**config.mk**
```make
export PLATFORM = sky130hd
export DESIGN_NAME = systolic_tile_ctrl
export DESIGN_NICKNAME = d
export VERILOG_FILES = /design/src/rtl/systolic_ctrl_pkg.sv /design/src/rtl/tile_perf_counter.sv /design/src/rtl/systolic_tile_ctrl.sv
export SDC_FILE = /design/constraint.sdc
export NUM_CORES = 1
export LEC_CHECK = 0
export CORE_MARGIN = 5
export CORE_UTILIZATION = 52
export CTS_BUF_LIST = sky130_fd_sc_hd__clkbuf_8
export DETAILED_ROUTE_END_ITERATION = 8
export HOLD_SLACK_MARGIN = 0.08
export PLACE_DENSITY = 0.82
export SYNTH_ARGS = -nofsm -noshare
export SYNTH_HDL_FRONTEND = slang
export SYNTH_SLANG_ARGS = --single-unit
export TNS_END_PERCENT = 30
```
**constraint.sdc**
```tcl
create_clock -name clk -period 1.7 [get_ports clk]
set_input_delay 0.17 -clock clk [delete_from_list [all_inputs] [get_ports clk]]
set_output_delay 0.17 -clock clk [all_outputs]
set_load 0.02 [all_outputs]
```
**src/rtl/systolic_ctrl_pkg.sv**
```systemverilog
// Shared definitions for the systolic tile controller.
//   tile_state_t : sequencer state encoding
//   cyc_width()  : width of the COMPUTE cycle counter for a given N / pipe latency
package systolic_ctrl_pkg;

  typedef enum logic [2:0] {
    IDLE,
    LOAD,
    COMPUTE,
    READ,
    DONE
  } tile_state_t;

  function automatic int cyc_width(input int n, input int pipe_lat);
    return $clog2(pipe_lat + 2 * n);
  endfunction

endpackage

```
**src/rtl/tile_perf_counter.sv**
```systemverilog
// Saturating busy-cycle counter for one tile pass.
//   clk, rst_n  : clock, async active-low reset
//   i_clear     : hold the running count at zero (controller idle)
//   i_count     : count this cycle (controller busy)
//   i_capture   : latch running count, including this cycle, into o_count
//   o_count     : last captured tile cycle count
module tile_perf_counter (
  input  logic        clk,
  input  logic        rst_n,
  input  logic        i_clear,
  input  logic        i_count,
  input  logic        i_capture,
  output logic [31:0] o_count
);

  logic [31:0] r_cnt;
  logic [31:0] r_out;
  logic [31:0] w_inc;

  assign w_inc   = (r_cnt == 32'hFFFF_FFFF) ? r_cnt : r_cnt + 32'd1;
  assign o_count = r_out;

  always_ff @(posedge clk or negedge rst_n) begin
    if (!rst_n) begin
      r_cnt <= '0;
      r_out <= '0;
    end else begin
      if (i_clear)
        r_cnt <= '0;
      else if (i_count)
        r_cnt <= w_inc;
      // Capture the incremented value so the capture cycle itself is included.
      if (i_capture)
        r_out <= w_inc;
    end
  end

endmodule

```
**src/rtl/systolic_tile_ctrl.sv**
```systemverilog
// Sequencer for one matrix tile pass: loads A rows into the skew buffer,
// steps it during compute, opens the reverse-skew capture window at the
// pipeline latency, then drains result rows over a valid/ready port.
//
// Optional feature macro: SYSTOLIC_TILE_CTRL_PERF_EN (adds perf_cycles).
//
// Ports:
//   clk, rst_n              : clock, async active-low reset
//   start                   : begin a tile (IDLE only)
//   busy, done              : not-idle flag, one-cycle completion pulse
//   a_valid / a_ready       : A-row input handshake
//   sk_write, sk_row_ptr    : skew-buffer row write strobe and row index
//   sk_enable               : skew-buffer shift step
//   rsk_enable, rsk_write   : reverse-skew capture strobes (identical)
//   rsk_read                : reverse-skew row pop
//   out_valid / out_ready   : result-row output handshake
//   out_row_idx             : index of presented result row
//   perf_cycles             : busy cycles of the last tile (perf build only)
//
// state   | meaning
// IDLE    | waiting for start, all strobes low
// LOAD    | accepting N A rows into the skew buffer
// COMPUTE | stepping skew buffer / capturing results, fixed length
// READ    | presenting N result rows
// DONE    | one-cycle completion pulse
module systolic_tile_ctrl
  import systolic_ctrl_pkg::*;
#(
  parameter int ARRAY_SIZE = 8,
  parameter int PIPE_LAT   = ARRAY_SIZE
) (
  input  logic                          clk,
  input  logic                          rst_n,
  input  logic                          start,
  output logic                          busy,
  output logic                          done,
  input  logic                          a_valid,
  output logic                          a_ready,
  output logic                          sk_write,
  output logic [$clog2(ARRAY_SIZE)-1:0] sk_row_ptr,
  output logic                          sk_enable,
  output logic                          rsk_enable,
  output logic                          rsk_write,
  output logic                          rsk_read,
  output logic                          out_valid,
  input  logic                          out_ready,
  output logic [$clog2(ARRAY_SIZE)-1:0] out_row_idx
`ifdef SYSTOLIC_TILE_CTRL_PERF_EN
  ,
  output logic [31:0]                   perf_cycles
`endif
);

  localparam int RW = $clog2(ARRAY_SIZE);
  localparam int CW = cyc_width(ARRAY_SIZE, PIPE_LAT);

  localparam logic [RW-1:0] LAST_ROW  = RW'(ARRAY_SIZE - 1);
  localparam logic [CW-1:0] SK_END    = CW'(2 * ARRAY_SIZE - 1);
  localparam logic [CW-1:0] CAP_START = CW'(PIPE_LAT);
  localparam logic [CW-1:0] CYC_LAST  = CW'(PIPE_LAT + 2 * ARRAY_SIZE - 2);

  tile_state_t   r_state;
  tile_state_t   w_state_nxt;
  logic [RW-1:0] r_row_cnt;
  logic [RW-1:0] w_row_cnt_nxt;
  logic [RW-1:0] r_row_idx;
  logic [RW-1:0] w_row_idx_nxt;
  logic [CW-1:0] r_cyc;
  logic [CW-1:0] w_cyc_nxt;

  always_ff @(posedge clk or negedge rst_n) begin
    if (!rst_n) begin
      r_state   <= IDLE;
      r_row_cnt <= '0;
      r_row_idx <= '0;
      r_cyc     <= '0;
    end else begin
      r_state   <= w_state_nxt;
      r_row_cnt <= w_row_cnt_nxt;
      r_row_idx <= w_row_idx_nxt;
      r_cyc     <= w_cyc_nxt;
    end
  end

  always_comb begin
    w_state_nxt   = r_state;
    w_row_cnt_nxt = r_row_cnt;
    w_row_idx_nxt = r_row_idx;
    w_cyc_nxt     = r_cyc;
    busy          = (r_state != IDLE);
    done          = 1'b0;
    a_ready       = 1'b0;
    sk_write      = 1'b0;
    sk_row_ptr    = r_row_cnt;
    sk_enable     = 1'b0;
    rsk_enable    = 1'b0;
    rsk_write     = 1'b0;
    rsk_read      = 1'b0;
    out_valid     = 1'b0;
    out_row_idx   = r_row_idx;

    case (r_state)
      IDLE: begin
        if (start) begin
          w_state_nxt   = LOAD;
          w_row_cnt_nxt = '0;
        end
      end

      LOAD: begin
        a_ready  = 1'b1;
        sk_write = a_valid;
        if (a_valid) begin
          if (r_row_cnt == LAST_ROW) begin
            w_state_nxt   = COMPUTE;
            w_cyc_nxt     = '0;
            w_row_cnt_nxt = '0;
          end else begin
            w_row_cnt_nxt = r_row_cnt + 1'b1;
          end
        end
      end

      COMPUTE: begin
        // Shift and capture windows are independent and may overlap.
        sk_enable  = (r_cyc < SK_END);
        rsk_enable = (r_cyc >= CAP_START);
        rsk_write  = (r_cyc >= CAP_START);
        if (r_cyc == CYC_LAST) begin
          w_state_nxt   = READ;
          w_row_idx_nxt = '0;
          w_cyc_nxt     = '0;
        end else begin
          w_cyc_nxt = r_cyc + 1'b1;
        end
      end

      READ: begin
        out_valid = 1'b1;
        rsk_read  = out_ready;
        if (out_ready) begin
          if (r_row_idx == LAST_ROW) begin
            w_state_nxt   = DONE;
            w_row_idx_nxt = '0;
          end else begin
            w_row_idx_nxt = r_row_idx + 1'b1;
          end
        end
      end

      DONE: begin
        done        = 1'b1;
        w_state_nxt = IDLE;
      end

      default: begin
        w_state_nxt = IDLE;
      end
    endcase
  end

`ifdef SYSTOLIC_TILE_CTRL_PERF_EN
  logic w_idle;
  logic w_in_done;

  assign w_idle    = (r_state == IDLE);
  assign w_in_done = (r_state == DONE);

  tile_perf_counter u_perf (
    .clk       (clk),
    .rst_n     (rst_n),
    .i_clear   (w_idle),
    .i_count   (busy),
    .i_capture (w_in_done),
    .o_count   (perf_cycles)
  );
`endif

endmodule

```
run_1/flops_by_reg.png
(10 px per um) Other sequential cells in the stronger gray, the rest of the logic in the fainter gray.
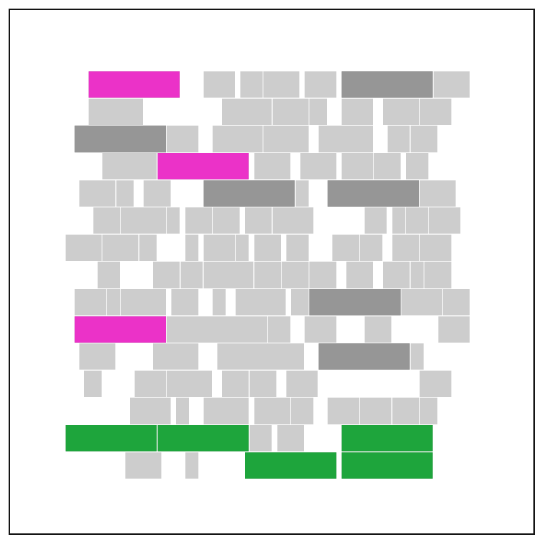
legend:
  out_row_idx:
    color: magenta
    sequential_cells: 3
  r_cyc:
    color: green
    sequential_cells: 5

run_1/congestion.png
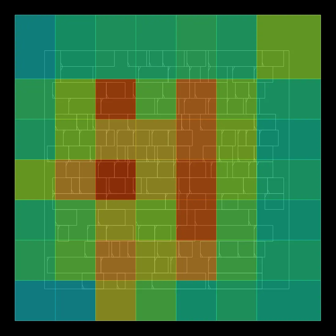
routed wire length per instance: 14.1 um
GR peak layer: met2
met2 Usage GRT: 25.0%
Finished Core Util: 73.0%

run_1/layer_met1.png
(6 px per um)
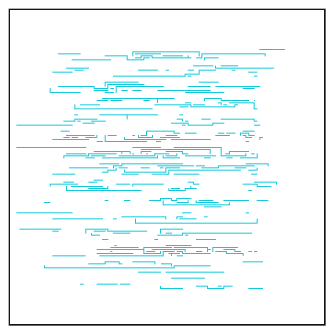
share of all routed wire: 48%
nets with wire on the layer: 109
longest straight run: 21.6 um
main direction: horizontal
wire length on this layer: 951 um

run_1/logic_types.png
(6 px per um)
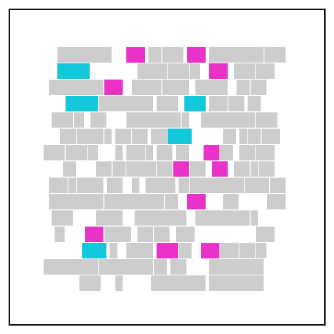
legend:
  AND-OR and OR-AND gates:
    color: magenta
    cells: 11
  multiplexers:
    color: cyan
    cells: 5

==> results.txt, run 1 <==
yosys + openroad results -> status finished clean, die area roughly 0.0027 mm^2, Num Clock Sinks 14, R2R Setup Slk roughly 110 ps, Floorplan Nets 97, most frequent logic cell in the layout dfrtp_1, Combinational Power about 1.0 mW, max reg flops 5, Bufs and invs on worst path 1, worst-path cell chain or3b_4 > nor2_1 > dlygate4sd2_1, distinct lib cells 40, final estimated routing congestion in global placement between 0.7 and 0.8, total of max-cap violations 0, seq pwr 544 uW, First DRT Iteration DRCs 16, largest fanout on the critical path 3, hold buffer count at CTS 0, fmax about 600 MHz, PortBufs 19, area fraction in mux cells 6.71%, logic share of the area around 43%, Slew HR between 50 and 60%, Hold/Removal Path Class input port to asynchronous set/reset pin, routed wl met3 ~100 um, share of cells above drive strength 1 between 20% and 30%, top layer reached by signal wires met4, most frequent cells in the layout 14 x dfrtp_1, 12 x buf_4, 10 x clkdlybuf4s50_1, 6 x ha_1, Clock-cell share roughly 4.4%, Clock Skews around 2.6 ps, Area leader share 37.6%, Pwr Density around 1500 mW/mm^2, number of non-clock buffers 31, Top logic family simple AND/OR/NAND/NOR gates, Synth top cells by count 14 x dfrtp_1, 7 x ha_1, 5 x a22o_1, Final TNS setup 0 ps, slowest CP cell or3b_4, clock share of power between 10% and 20%, CTS Buf Count 3, yosys warns 0, Max H-tree Level 1, die height ~52 um, Met1 Wirelength about 950 um, met3 Use GR under 10%, Worst Path Arrival 1510 ps, ANT cells 0, synthesized-area fraction occupied by adder cells 9.40%, boundary pin count 20, Main synth FF type dfrtp_1, final-stage net count between 100 and 150, Post-synth EDFFs 0, ys flops 14, cycle use final ~99%, largest class combinational gates, Post-Place Cells between 100 and 150, VDD IR-drop max roughly 0.00095 V, Psw about 710 uW, clock transition at the registers of the reported paths 60 ps, switching share of power approximately 38%, Slew @ Worst Pin between 600 and 700 ps, antenna-violating nets left 0, Final min period approximately 1700 ps, Int Pwr roughly 1.2 mW, pin count of the biggest net entering global routing 17, sequential share of cell area ~28%, Syn-to-layout area delta 33.8%, Seq pwr share between 20% and 30%, clock network power consumption between 300 and 400 uW, yosys xor share between 1.5 and 2%, initial antenna violation count 0, simple share 20.3%
==> run 1 -> run 2 <==
CORE_UTILIZATION = 47   (was 52)
HOLD_SLACK_MARGIN = default   (was 0.08)
PLACE_DENSITY = 0.79   (was 0.82)
clock period = 1.5 ns   (was 1.7 ns; I/O delays follow)
run_2/congestion.png
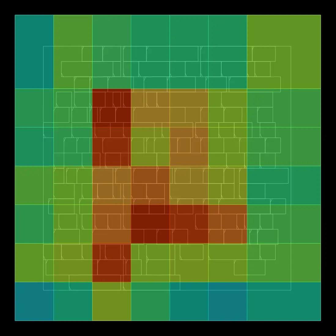
Total GRT Usage: 18.1%
global routing usage on met1: 21.0%
met2 Usage GRT: 31.3%
routed wire length per instance: 15.2 um

run_2/layer_met1.png
(4 px per um)
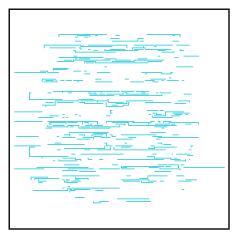
nets with wire on the layer: 127
share of all routed wire: 43%
longest straight run: 16.6 um
wire length on this layer: 1030 um
main direction: horizontal

run_2/detail.png
Window x 28 to 53, y 28 to 53 um. Cells in gray, sequential cells in the stronger gray; small squares are vias.
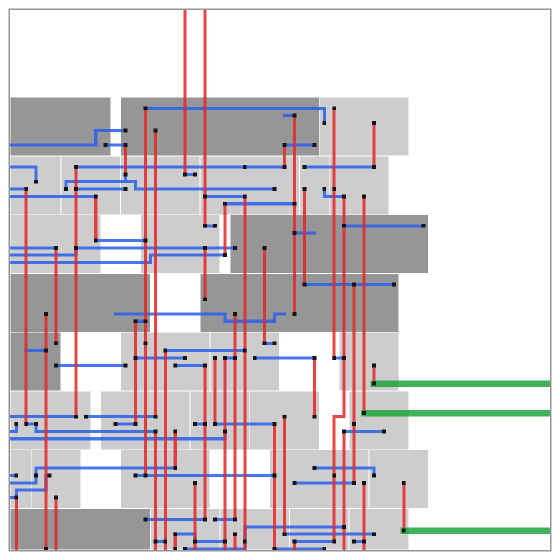
legend:
  metal 1:
    color: blue
  metal 2:
    color: red
  metal 3:
    color: green
most frequent: buf_4 (9), dfrtp_1 (6)
cells with their middle in the window: 31
netlist names of flops here include: out_row_idx (2), r_cyc (2), r_state (2)
sequential cells in the window: 6

==> results.txt, run 2 <==
yosys + openroad results -> cycle use final 106%, Main synth FF type dfrtp_1 (unchanged), Num Clock Sinks 14 (unchanged), Final Setup Violations 5 (was 0), Met1 Wirelength 1.03 mm (was 951 um), hold buffer count at CTS 0 (unchanged), R2R Setup Slk -90 ps (was 110 ps), die height 54.5 um (was 52.3 um), Hold/Removal Path Class input port to asynchronous set/reset pin (unchanged), switching share of power 37.6% (was 37.5%), Clock Skews 1.62 ps (was 2.56 ps), final setup margin -91.0 ps (was 19.9 ps), Worst Path Arrival 1720 ps (was 1510 ps), Synth top cells by count 14 x dfrtp_1, 7 x ha_1, 5 x a22o_1 (unchanged), final estimated routing congestion in global placement 0.784 (was 0.745), Post-Place Cells 153 (was 136), most frequent logic cell in the layout buf_4 (was dfrtp_1), violations in the final reports setup timing, fmax approximately 630 MHz, Clock-cell share 3.83% (was 4.41%), Combinational Power 1.41 mW (was 1.02 mW), Top logic family simple AND/OR/NAND/NOR gates (unchanged), total of max-cap violations 0 (unchanged), Chip Area, Yosys 932 um^2 (unchanged), Area leader share 37.6% (unchanged), yosys warns 0 (unchanged), Slew @ Worst Pin 273 ps (was 625 ps), largest class combinational gates (unchanged), share of cells above drive strength 1 46.6% (was 26.1%), antenna-violating nets left 0 (unchanged), logic share of the area 40.6% (was 42.7%), synthesized-area fraction occupied by adder cells 9.40% (unchanged), Post-synth EDFFs 0 (unchanged), max reg flops 5 (unchanged), met3 Use GR 2.72% (was 3.13%), die area 0.00297 mm^2 (was 0.00274 mm^2), Psw 899 uW (was 706 uW), Slew HR 81.6% (was 58.2%), clock transition at the registers of the reported paths 60 ps (about the same), Final TNS setup -252 ps (was 0 ps), status complete, but fails checks (was finished clean), Final min period ~1600 ps, final WL 2.41 mm (was 1.97 mm), yosys xor share 1.88% (unchanged), most frequent cells in the layout 29 x buf_4, 14 x dfrtp_1, 7 x clkdlybuf4s50_1, 5 x a22o_1, 5 x buf_6 (was 14 x dfrtp_1, 12 x buf_4, 10 x clkdlybuf4s50_1, 6 x ha_1), ANT cells 0 (unchanged), area fraction in mux cells 6.71% (unchanged), worst reg2reg path depth 4 (was 5), Crit path max-delay family simple AND/OR/NAND/NOR gates (unchanged), top layer reached by signal wires met4 (unchanged), distinct lib cells 40 (unchanged), pin count of the biggest net entering global routing 17 (unchanged), GR peak layer met2 (unchanged), slowest CP cell or3b_4 (unchanged), Syn-to-layout area delta 54.2% (was 33.8%), Yosys top cell by area dfrtp_1 (unchanged), routed wl met3 76 um (was 100 um), seq pwr 604 uW (was 544 uW), ys flops 14 (unchanged), simple share 20.3% (unchanged), Max H-tree Level 1 (unchanged), clock share of power 15.6% (was 16.9%), First DRT Iteration DRCs 12 (was 16), largest fanout on the critical path 3 (unchanged), number of non-clock buffers 47 (was 31), crit path launch r_state[2] (was r_state[0]), total core area 0.00192 mm^2 (was 0.00171 mm^2), share of total power in combinational logic 59.1% (was 54.2%), Worst setup SP type register (unchanged), Pwr Density 1660 mW/mm^2 (was 1510 mW/mm^2), VDD IR-drop max 0.00106 V (was 0.000949 V), sequential share of cell area 24.4% (was 28.1%), CTS Buf Count 3 (unchanged), PortBufs 19 (unchanged), Int Pwr 1.49 mW (was 1.18 mW), clock network power consumption 373 uW (was 318 uW)
Power is estimated from default activity; no workload was simulated.
